Cell sizes after repair:
Scale: 4 px per um.
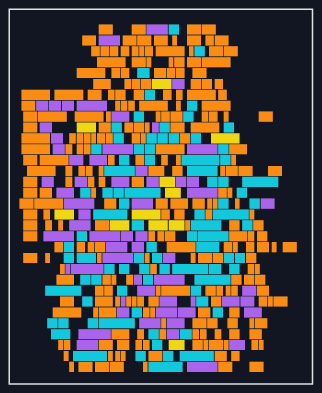
Metal 3:
Scale: 3 px per um.
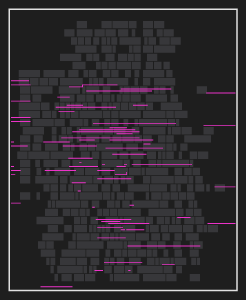
Placed cells, one colour a class:
Scale: 4 px per um.
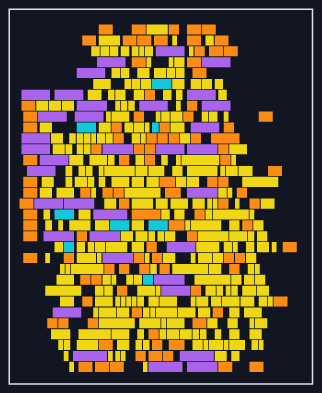
Design gcd_unit, sky130hd; sources not shown.
==> qor.txt <==
Latency at later pin - 290 ps
Tap Count - 85
Detail Route Antenna Nets - 0
Final hold slack - 492.5 ps
Clk root buf - clkbuf_8
Hold Vio Cnt, Final - 0
CTS max path bufs - 2
Startpoint types - register
Comb/total area - 0.5101
DR WL/cell - 17.30 um
Final period utilization - 0.9982
CTS tree - built
RSZ-0062 raised after global routing - yes
Final number of max-transition violations - 0
# diodes - 0
Total gr overflow - 0
Tightest Pin Transition - 452.5 ps
Core box area - 6166 sq um
Hold Path Class - reg2reg
FMAX - 500.9 MHz
R2R cell count - 8
Seq/Total Area, Yosys - 0.2679
Design Power - 8.219 mW
Largest net degree at the start of global routing - 29
Area reported by Yosys stat - 2615 sq um
Logic pwr share - 0.792
Clk slew on worst S/H paths - 70 ps
Fin crit period - 1996 ps
Yosys warning count - 0
Area-dominant class - multi-input combinational cells
FP Core Util - 0.4241
Syn_nets - 355
Worst-path maximum fanout - 7
Final setup vio count - 0
Clock Power Share - 0.063
Final net count - 442
Worst EP arrival - 2180 ps
Clk_buf instances - 5
Seq area share - 0.1871
Setup TNS Final - 0 ps
Mi-comb count - 239
FF/Latch Area - 728.2 sq um
Via/cell ratio - 5.806
Max Cap Viol - 0
Psw - 3.899 mW
Mapped cell area - 2615 sq um
Synth area leaders - dfxtp_1 (27%), ha_1 (7.7%), a21oi_1 (6.3%)
Clock network area share - 0.02282
Initial DRC Count - 179
CP endpoint kind - register
Tool warnings - 35
Status - finished, final reports clean
Yosys cell types - 58
Util after Layout - 0.6313
Crit Path Class - reg2reg
Most frequent logic cell in the layout - buf_4
R2R setup slack - 4 ps
Layout cells sized above 1 - 0.3852
Area leader share - 0.2679
Asr flop ratio synth - 0
Synth Register Bits - 35
Non-Clock Inverter Count - 20
Port Buffers - 38
First-pass GRT wire length - 13.39 mm
Power Internal - 4.320 mW
Dominant flop cell - dfxtp_1
CP Data Required Time - 2190 ps
Sequential Power Share - 0.145
Top Ports - 39
Drt pass-1 iters - 5
Setup Skew - 2.175 ps
Number of remaining DRC errors - 0
Slew headroom - 0.6945
Die Area - 7037 sq um
Net Sw Frac - 0.4744
Non-clock buffer share of cell area - 0.2334
Fill cells - 521
Initial antenna violation count - 0
Synth area leader - dfxtp_1
Area of the multi-input gates - 1986 sq um
DP HPWL - 6.160 mm
GP Congestion - 0.8760
Syn_area_per_cell - 8.249 sq um
Vias in the first global route - 2798
CTS sink cnt - 35
Hold Crit Depth - 1
Most numerous logic cells after layout - buf_4 (59), clkdlybuf4s50_1 (38), a21oi_1 (21), dfxtp_1 (21), nand2_1 (20)
About 'cell sizes after repair':
colour	size	cells
cyan	x3 and x4	85
orange	x1 and smaller	249
purple	x2	60
yellow	x6 and larger	11
nonclk buf count: 103
Setup WS post-layout: 3.553 ps
area grow syn2layout: 48.85%

About 'metal 3':
nets with wire on the layer	48
share of all routed wire	6.4%
GR Layer Usage met3: 0.03664
via count: 2845
Routed WL: 8.475 mm

About 'placed cells, one colour a class':
colour	class	cells	share of their area
purple	registers	35	19%
yellow	remaining logic cells	259	54%
cyan	clock drivers and dummy loads	8	2.3%
orange	remaining buffers and delay cells	103	24%
final design instance area without fill: 3892 sq um
FP Rows: 32

==> layer usage <==
layer  part of all wire  vias to the layer above  track usage  routed length [um]
met3              0.064                       20      0.03664                 539
li1                   -                     1362            -                   -
met5                  0                        -            0                   0
met2               0.50                      105       0.4159                4270
met1               0.40                     1358       0.3161                3418
met4              0.029                        0      0.08480                 247
==> repair_timing <==
action	4_1_cts	5_1_grt
resized	20	35
setup buffers	1	2
pin swaps	5	9
setup endpoints to repair	31	33
==> synthesized netlist by cell type (6+ instances only) <==
cell type and count:
o21ai_0 9, nand2b_1 10, clkbuf_1 11, dfxtp_1 35
nor2_1 18, and2_1 6, ha_1 16, nand2_1 20
a31o_2 7, inv_1 20, a311oi_2 7, nor4_1 8
a21oi_1 33, a211oi_1 12, nor3_1 13
==> power groups by stage <==
stage	Combinational, mW	Clock, mW	Sequential (mW)
after floorplan	3.76	0	1.17
after global placement	5.53	0	1.13
after detailed placement	5.69	0	1.13
after CTS	5.97	0.528	1.15
after global routing	7.00	0.560	1.21
final	6.51	0.517	1.19
==> metrics by stage <==
step | setup WS, ps | std cells
after floorplan | -7.076 | 317
after detailed placement | -178.4 | 479
after global routing | -60.86 | 490
after CTS | 12.17 | 488
after global placement | -129.3 | 479
final | 3.553 | 490
==> cell families (layout without fill, tap and decap cells) <==
kind of cell | count (synthesis) | after routing | share of synthesized area
simple gates | 107 | 107 | 0.2206
mux | 1 | 1 | 0.003828
fa+ha+maj | 18 | 18 | 0.09187
compound gates | 112 | 112 | 0.3311
flops | 35 | 35 | 0.2679
buf+inv | 43 | 131 | 0.08133
xor+xnor | 1 | 1 | 0.003350
==> worst max-delay path: stages, from the launching register on <==
cell and delay, ps:
dfxtp_2 360, inv_2 50, ha_4 260, nand4_1 140
or2_4 290, a41o_1 220, buf_4 170, and2_4 170
a41o_1 230
Power figures rest on the tool's default switching activity, not on a simulated workload.
